`config.mk`:
```
export PLATFORM = sky130hd
export DESIGN_NAME = cfg_uart_slv_flat
export DESIGN_NICKNAME = d
export VERILOG_FILES = /design/src/rtl/cfg_uart_slv_pkg.sv /design/src/rtl/cfg_uart_slv_if.sv /design/src/rtl/cfg_uart_slv_tx8.sv /design/src/rtl/cfg_uart_slv.sv /design/src/flat_wrapper.sv
export SDC_FILE = /design/constraint.sdc
export NUM_CORES = 1
export LEC_CHECK = 0
export CORE_AREA = 2 2 98 100
export CTS_BUF_LIST = sky130_fd_sc_hd__clkbuf_8 sky130_fd_sc_hd__clkbuf_16
export CTS_CLUSTER_DIAMETER = 40
export DETAILED_ROUTE_END_ITERATION = 16
export DIE_AREA = 0 0 100 102
export GPL_TIMING_DRIVEN = 0
export HOLD_SLACK_MARGIN = 0.08
export MAX_ROUTING_LAYER = met4
export PLACE_DENSITY = 0.66
export RECOVER_POWER = 25
export SLEW_MARGIN = 30
export SYNTH_ARGS = -nofsm -noshare
export SYNTH_HDL_FRONTEND = slang
export SYNTH_SLANG_ARGS = --single-unit
```
`constraint.sdc`:
```
create_clock -name clk -period 8.12 [get_ports clk]
set_clock_uncertainty 0.15 [all_clocks]
set_input_delay 1.218 -clock clk [delete_from_list [all_inputs] [get_ports clk]]
set_output_delay 1.218 -clock clk [all_outputs]
set_load 0.005 [all_outputs]
```
`src/rtl/cfg_uart_slv_pkg.sv`:
```
// rtl/cfg_uart_slv_pkg.sv - shared enums and frame constants for the config serial endpoint
package cfg_uart_pkg;

  localparam int CMD_BYTES   = 3;
  localparam int RSP_BYTES   = 2;
  localparam int RX_TMO_BITS = 40;

  typedef enum logic [1:0] {
    RX_IDLE,
    RX_START,
    RX_DATA,
    RX_STOP
  } rx_state_e;

  typedef enum logic [1:0] {
    TX_IDLE,
    TX_HI,
    TX_LO
  } tx_state_e;

  typedef enum logic [1:0] {
    B_IDLE,
    B_START,
    B_DATA,
    B_STOP
  } bit_state_e;

endpackage

```
`src/rtl/cfg_uart_slv_if.sv`:
```
// rtl/cfg_uart_slv_if.sv - core-side command/response bundle of the config serial endpoint
interface cfg_uart_slv_if;
  import cfg_uart_pkg::*;

  logic [8*CMD_BYTES-1:0] cfg_data;
  logic                   cmd_rdy;
  logic                   frm_err;
  logic [8*RSP_BYTES-1:0] resp_data;
  logic                   snd_resp;
  logic                   tx_busy;

  // Control unit side
  modport master (
    input  cfg_data, cmd_rdy, frm_err, tx_busy,
    output resp_data, snd_resp
  );

  // Serial endpoint side
  modport slave (
    output cfg_data, cmd_rdy, frm_err, tx_busy,
    input  resp_data, snd_resp
  );

endinterface

```
`src/rtl/cfg_uart_slv_tx8.sv`:
```
// rtl/cfg_uart_slv_tx8.sv - single-byte 8N1 serializer with start/done handshake
module cfg_uart_tx8
  import cfg_uart_pkg::*;
#(
  parameter int BAUD_DIV = 16
) (
  input  logic       clk,
  input  logic       rst,
  input  logic       start_i,
  input  logic [7:0] data_i,
  output logic       tx_o,
  output logic       done_o
);

  localparam int            CW       = $clog2(BAUD_DIV);
  localparam logic [CW-1:0] BIT_LAST = CW'(BAUD_DIV - 1);

  bit_state_e    state_q, state_d;
  logic [CW-1:0] cnt_q, cnt_d;
  logic [2:0]    bit_q, bit_d;
  logic [7:0]    sh_q, sh_d;
  logic          tx_q, tx_d;
  logic          bit_end;

  assign bit_end = (cnt_q == BIT_LAST);
  assign tx_o    = tx_q;

  // Bit-timing state register; line idles high
  always_ff @(posedge clk or posedge rst) begin
    if (rst) begin
      state_q <= B_IDLE;
      cnt_q   <= '0;
      bit_q   <= '0;
      sh_q    <= '0;
      tx_q    <= 1'b1;
    end else begin
      state_q <= state_d;
      cnt_q   <= cnt_d;
      bit_q   <= bit_d;
      sh_q    <= sh_d;
      tx_q    <= tx_d;
    end
  end

  // Next state; done fires in the last stop-bit cycle so a chained start leaves no gap
  always_comb begin
    state_d = state_q;
    cnt_d   = cnt_q + 1'b1;
    bit_d   = bit_q;
    sh_d    = sh_q;
    tx_d    = tx_q;
    done_o  = 1'b0;
    case (state_q)
      B_IDLE: begin
        cnt_d = '0;
        if (start_i) begin
          state_d = B_START;
          sh_d    = data_i;
          tx_d    = 1'b0;
        end
      end
      B_START: begin
        if (bit_end) begin
          state_d = B_DATA;
          cnt_d   = '0;
          bit_d   = '0;
          tx_d    = sh_q[0];
          sh_d    = {1'b0, sh_q[7:1]};
        end
      end
      B_DATA: begin
        if (bit_end) begin
          cnt_d = '0;
          if (bit_q == 3'd7) begin
            state_d = B_STOP;
            tx_d    = 1'b1;
          end else begin
            bit_d = bit_q + 1'b1;
            tx_d  = sh_q[0];
            sh_d  = {1'b0, sh_q[7:1]};
          end
        end
      end
      B_STOP: begin
        if (bit_end) begin
          done_o = 1'b1;
          cnt_d  = '0;
          if (start_i) begin
            state_d = B_START;
            sh_d    = data_i;
            tx_d    = 1'b0;
          end else begin
            state_d = B_IDLE;
            tx_d    = 1'b1;
          end
        end
      end
      default: begin
        state_d = B_IDLE;
        tx_d    = 1'b1;
      end
    endcase
  end

endmodule

```
`src/rtl/cfg_uart_slv.sv`:
```
// rtl/cfg_uart_slv.sv - config serial endpoint: 3-byte command RX, 2-byte response TX (option CFG_RX_TIMEOUT_EN)
module cfg_uart_slv
  import cfg_uart_pkg::*;
#(
  parameter int BAUD_DIV = 16
) (
  input  logic          clk,
  input  logic          rst,
  input  logic          RX_C,
  output logic          TX_C,
  cfg_uart_slv_if.slave bus
);

  localparam int            CW        = $clog2(BAUD_DIV);
  localparam logic [CW-1:0] BIT_LAST  = CW'(BAUD_DIV - 1);
  localparam logic [CW-1:0] HALF_LAST = CW'(BAUD_DIV / 2 - 1);
  localparam logic [1:0]    LAST_B    = 2'(CMD_BYTES - 1);

  // ---------------- RX ----------------
  logic                            rx_s1_q, rx_s2_q, rx_prev_q;
  logic                            rx_fall;
  rx_state_e                       rx_state_q, rx_state_d;
  logic [CW-1:0]                   rx_cnt_q, rx_cnt_d;
  logic [2:0]                      rx_bit_q, rx_bit_d;
  logic [7:0]                      rx_sh_q, rx_sh_d;
  logic [1:0]                      byte_cnt_q, byte_cnt_d;
  logic [CMD_BYTES-1:0][7:0]       slot_q, slot_d;
  logic [8*CMD_BYTES-1:0]          cfg_data_q, cfg_data_d;
  logic                            cmd_rdy_q, cmd_rdy_d;
  logic                            frm_err_q, frm_err_d;
  logic                            tmo_hit;

  assign rx_fall = rx_prev_q & ~rx_s2_q;

  // Double-flop synchronizer plus one delay stage for falling-edge detection
  always_ff @(posedge clk or posedge rst) begin
    if (rst) begin
      rx_s1_q   <= 1'b1;
      rx_s2_q   <= 1'b1;
      rx_prev_q <= 1'b1;
    end else begin
      rx_s1_q   <= RX_C;
      rx_s2_q   <= rx_s1_q;
      rx_prev_q <= rx_s2_q;
    end
  end

`ifdef CFG_RX_TIMEOUT_EN
  localparam int            TMO_CYC = RX_TMO_BITS * BAUD_DIV;
  localparam int            TW      = $clog2(TMO_CYC);
  localparam logic [TW-1:0] TMO_LAST = TW'(TMO_CYC - 1);

  logic [TW-1:0] tmo_q, tmo_d;

  // Idle timer for a partially received frame; held at zero whenever a byte is in flight
  always_comb begin
    tmo_d   = '0;
    tmo_hit = 1'b0;
    if (rx_state_q == RX_IDLE && byte_cnt_q != 2'd0 && !rx_fall) begin
      if (tmo_q == TMO_LAST) begin
        tmo_hit = 1'b1;
      end else begin
        tmo_d = tmo_q + 1'b1;
      end
    end
  end

  // Timeout counter register
  always_ff @(posedge clk or posedge rst) begin
    if (rst) begin
      tmo_q <= '0;
    end else begin
      tmo_q <= tmo_d;
    end
  end
`else
  assign tmo_hit = 1'b0;
`endif

  // RX state and frame assembly registers
  always_ff @(posedge clk or posedge rst) begin
    if (rst) begin
      rx_state_q <= RX_IDLE;
      rx_cnt_q   <= '0;
      rx_bit_q   <= '0;
      rx_sh_q    <= '0;
      byte_cnt_q <= '0;
      slot_q     <= '0;
      cfg_data_q <= '0;
      cmd_rdy_q  <= 1'b0;
      frm_err_q  <= 1'b0;
    end else begin
      rx_state_q <= rx_state_d;
      rx_cnt_q   <= rx_cnt_d;
      rx_bit_q   <= rx_bit_d;
      rx_sh_q    <= rx_sh_d;
      byte_cnt_q <= byte_cnt_d;
      slot_q     <= slot_d;
      cfg_data_q <= cfg_data_d;
      cmd_rdy_q  <= cmd_rdy_d;
      frm_err_q  <= frm_err_d;
    end
  end

  // RX next state: mid-bit sampling, counter reloads on every transition
  always_comb begin
    rx_state_d = rx_state_q;
    rx_cnt_d   = rx_cnt_q + 1'b1;
    rx_bit_d   = rx_bit_q;
    rx_sh_d    = rx_sh_q;
    byte_cnt_d = byte_cnt_q;
    slot_d     = slot_q;
    cfg_data_d = cfg_data_q;
    cmd_rdy_d  = 1'b0;
    frm_err_d  = 1'b0;
    case (rx_state_q)
      RX_IDLE: begin
        rx_cnt_d = '0;
        if (rx_fall) begin
          rx_state_d = RX_START;
        end else if (tmo_hit) begin
          byte_cnt_d = '0;
          frm_err_d  = 1'b1;
        end
      end
      RX_START: begin
        if (rx_cnt_q == HALF_LAST) begin
          rx_cnt_d = '0;
          rx_bit_d = '0;
          // A high sample here is a glitch, not a start bit
          rx_state_d = rx_s2_q ? RX_IDLE : RX_DATA;
        end
      end
      RX_DATA: begin
        if (rx_cnt_q == BIT_LAST) begin
          rx_cnt_d = '0;
          rx_sh_d  = {rx_s2_q, rx_sh_q[7:1]};
          if (rx_bit_q == 3'd7) begin
            rx_state_d = RX_STOP;
          end else begin
            rx_bit_d = rx_bit_q + 1'b1;
          end
        end
      end
      RX_STOP: begin
        if (rx_cnt_q == BIT_LAST) begin
          rx_cnt_d   = '0;
          rx_state_d = RX_IDLE;
          if (rx_s2_q) begin
            if (byte_cnt_q == LAST_B) begin
              cfg_data_d = {slot_q[CMD_BYTES-1:1], rx_sh_q};
              cmd_rdy_d  = 1'b1;
              byte_cnt_d = '0;
            end else begin
              slot_d[LAST_B - byte_cnt_q] = rx_sh_q;
              byte_cnt_d = byte_cnt_q + 1'b1;
            end
          end else begin
            frm_err_d  = 1'b1;
            byte_cnt_d = '0;
          end
        end
      end
      default: begin
        rx_state_d = RX_IDLE;
      end
    endcase
  end

  assign bus.cfg_data = cfg_data_q;
  assign bus.cmd_rdy  = cmd_rdy_q;
  assign bus.frm_err  = frm_err_q;

  // ---------------- TX ----------------
  tx_state_e  tx_state_q, tx_state_d;
  logic [7:0] resp_lo_q, resp_lo_d;
  logic       tx_busy_q, tx_busy_d;
  logic       tx8_start;
  logic [7:0] tx8_byte;
  logic       tx8_done;

  // TX sequencer registers
  always_ff @(posedge clk or posedge rst) begin
    if (rst) begin
      tx_state_q <= TX_IDLE;
      resp_lo_q  <= '0;
      tx_busy_q  <= 1'b0;
    end else begin
      tx_state_q <= tx_state_d;
      resp_lo_q  <= resp_lo_d;
      tx_busy_q  <= tx_busy_d;
    end
  end

  // TX sequencer: high byte straight from the request, low byte chained on done
  always_comb begin
    tx_state_d = tx_state_q;
    resp_lo_d  = resp_lo_q;
    tx_busy_d  = tx_busy_q;
    tx8_start  = 1'b0;
    tx8_byte   = resp_lo_q;
    case (tx_state_q)
      TX_IDLE: begin
        tx8_byte = bus.resp_data[15:8];
        if (bus.snd_resp) begin
          tx8_start  = 1'b1;
          resp_lo_d  = bus.resp_data[7:0];
          tx_busy_d  = 1'b1;
          tx_state_d = TX_HI;
        end
      end
      TX_HI: begin
        if (tx8_done) begin
          tx8_start  = 1'b1;
          tx_state_d = TX_LO;
        end
      end
      TX_LO: begin
        if (tx8_done) begin
          tx_busy_d  = 1'b0;
          tx_state_d = TX_IDLE;
        end
      end
      default: begin
        tx_busy_d  = 1'b0;
        tx_state_d = TX_IDLE;
      end
    endcase
  end

  cfg_uart_tx8 #(
    .BAUD_DIV(BAUD_DIV)
  ) u_tx8 (
    .clk    (clk),
    .rst    (rst),
    .start_i(tx8_start),
    .data_i (tx8_byte),
    .tx_o   (TX_C),
    .done_o (tx8_done)
  );

  assign bus.tx_busy = tx_busy_q;

endmodule

```
`src/flat_wrapper.sv`:
```
// flat-port wrapper written by rule: the top's interface ports become plain ports
module cfg_uart_slv_flat import cfg_uart_pkg::*;
#(
  parameter int BAUD_DIV = 16
)
  (clk, rst, RX_C, TX_C, bus_cfg_data, bus_cmd_rdy, bus_frm_err, bus_tx_busy, bus_resp_data, bus_snd_resp);
  cfg_uart_slv_if bus_i ();
  input  logic clk;
  input  logic rst;
  input  logic RX_C;
  output logic TX_C;
  output wire logic [$bits(bus_i.cfg_data)-1:0] bus_cfg_data;
  output wire logic [$bits(bus_i.cmd_rdy)-1:0] bus_cmd_rdy;
  output wire logic [$bits(bus_i.frm_err)-1:0] bus_frm_err;
  output wire logic [$bits(bus_i.tx_busy)-1:0] bus_tx_busy;
  input wire logic [$bits(bus_i.resp_data)-1:0] bus_resp_data;
  input wire logic [$bits(bus_i.snd_resp)-1:0] bus_snd_resp;
  assign bus_cfg_data = bus_i.cfg_data;
  assign bus_cmd_rdy = bus_i.cmd_rdy;
  assign bus_frm_err = bus_i.frm_err;
  assign bus_tx_busy = bus_i.tx_busy;
  assign bus_i.resp_data = bus_resp_data;
  assign bus_i.snd_resp = bus_snd_resp;
  cfg_uart_slv #(.BAUD_DIV(BAUD_DIV)) u_core (.clk(clk), .rst(rst), .RX_C(RX_C), .TX_C(TX_C), .bus(bus_i));
endmodule
```
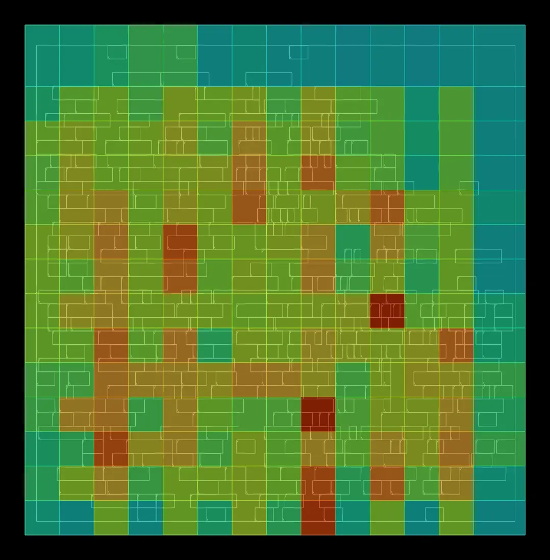
run_1/congestion_map.png
global routing usage on met2: 24.27%
drt wl/cell: 14.82 um
M3 GR Usage: 4.036%
Util after Layout: 53.50%
GR peak layer: met2

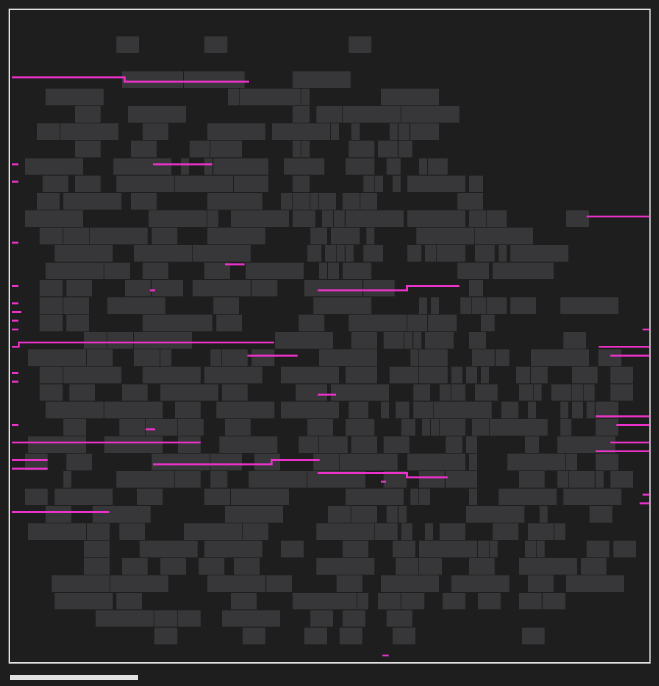
run_1/m3.png
Scale bar: 20 um. Cells faint in the background.
wire length on this layer: 287 um
nets with wire on the layer: 30
longest straight run: 39.8 um
share of all routed wire: 4.1%
main direction: horizontal

==> impl_metrics.py, run 1 <==
# Physical implementation metrics
metrics = {
    "routing": {
        "highest_layer": "met4",
        "viasPerCell": 5.153,
    },
    "timing": {
        "finalCritPeriodShare_pct": 35.25,
        "slew_violations": 40,
        "fmax_ghz": 0.3494,
        "whs_ps": 200.8,
    },
    "floorplanning": {
        "die-width_um": 100,
    },
    "cts": {
        "ctsHoldBuffers": 0,
        "cts_resized": 0,
        "clock-sinks": 93,
        "cts-root-buf": "clkbuf_8",
    },
    "status": {
        "violations": "capacitance limit, slew limit",
        "status": "finished, violations left",
    },
    "layout": {
        "nets": 387,
        "buf_share_pct": 11.37,
        "regArea_um2": 2332,
        "clock_cell_area_share_pct": 4.211,
    },
    "setup_path": {
        "path_cells": "dlygate4sd3_1, clkinvlp_2, buf_16",
        "crit_fanout": 54,
        "crit_required_ps": 8450,
        "critical-path-top-delay-family": "buffers and inverters",
    },
    "placed_design": {
        "io_buffers": 47,
        "dp_slack_ps": 4890,
    },
    "run": {
        "drv_cap": 1,
    },
    "logic_synthesis": {
        "synth-async-reset-ratio_pct": 100.0,
        "top_area_cell": "dfrtp_1",
    },
    "grt": {
        "grt.total_usage_pct": 15.64,
    },
    "pwr": {
        "power.density_nw_per_um2": 169.7,
    },
}
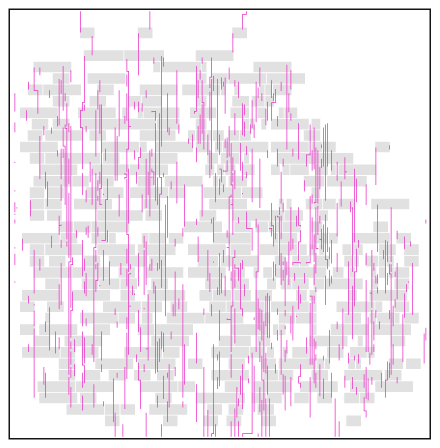
run_1/m2.png
Cells faint in the background.
longest straight run: 32.3 um
main direction: vertical
share of all routed wire: 45%
nets with wire on the layer: 348

## Run 2: what changed since run 1
- clock period: 8.12 -> 2.85 ns (I/O delays scaled with it)
==> impl_metrics.py, run 2 <==
# Physical implementation metrics
metrics = {
    "placed_design": {
        "dp_slack_ps": 402.0,
        "io_buffers": 47,
    },
    "routing": {
        "drc_errors": 0,
        "viasPerCell": 5.169,
        "highest_layer": "met4",
        "routedWlPerCell_um": 14.74,
    },
    "worst_hold_path": {
        "hp-start": "u_core.rx_s1_q",
    },
    "cts": {
        "ctsHoldBuffers": 0,
        "cts_resized": 0,
        "clock-sinks": 93,
    },
    "logic_synthesis": {
        "synth-edff-count": 0,
        "netlist_area_um2": 4035,
        "top_area_cell": "dfrtp_1",
    },
    "layout": {
        "nets": 389,
        "regArea_um2": 2332,
        "lay_top_cells": "dfrtp_1, mux2_2, clkdlybuf4s50_1",
        "fillers": 788,
        "clock_cell_area_share_pct": 4.026,
        "final_util_pct": 53.57,
    },
    "floorplanning": {
        "fp-row-count": 35,
        "die-width_um": 100,
    },
    "pwr": {
        "p_seq_share_pct": 57.9,
        "internal-power_mw": 1.800,
    },
    "status": {
        "status": "complete, no violations",
    },
    "setup_path": {
        "crit_fanout": 9,
        "critical-path-top-delay-family": "simple AND/OR/NAND/NOR gates",
        "path_cells": "ha_1, and3_4, nand3_4, nor4b_4, mux2_2",
    },
    "grt": {
        "top_usage_layer": "met2",
        "grt.total_usage_pct": 16.13,
        "grt_use_met3_pct": 4.446,
    },
    "run": {
        "drv_cap": 0,
    },
    "timing": {
        "whs_ps": 212.4,
        "slew_violations": 0,
        "fmax_ghz": 0.4396,
    },
}
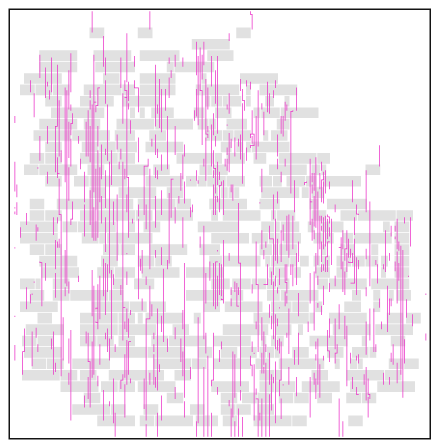
run_2/m2.png
Cells faint in the background.
share of all routed wire: 47%
longest straight run: 46.6 um
main direction: vertical
routed wire length: 6.987 mm
global routing usage on met2: 25.10%
DR vias: 2450

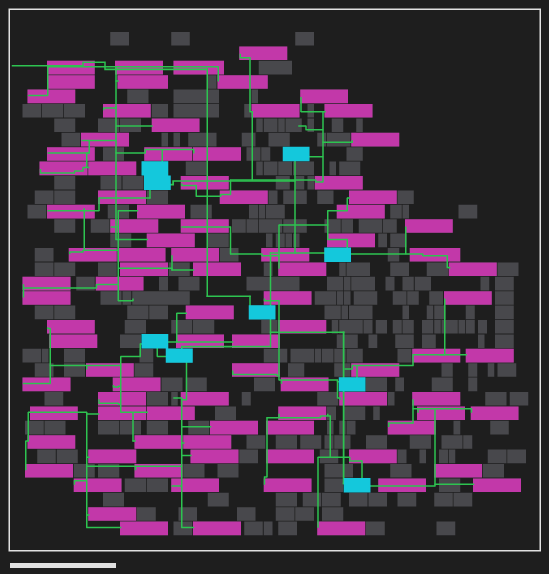
run_2/clock_wires.png
Scale bar: 20 um.
[clock-net drivers] cyan | count: 9
[flip-flops] magenta | count: 93
[clock wires] green | length: 1100 um
flops lie: all over the die
routed clock nets: 10
Latency at later pin: 360 ps
clock network fraction of total power: 38.0%
clock group power: 0.885 mW

Power figures rest on the tool's default switching activity, not on a simulated workload.
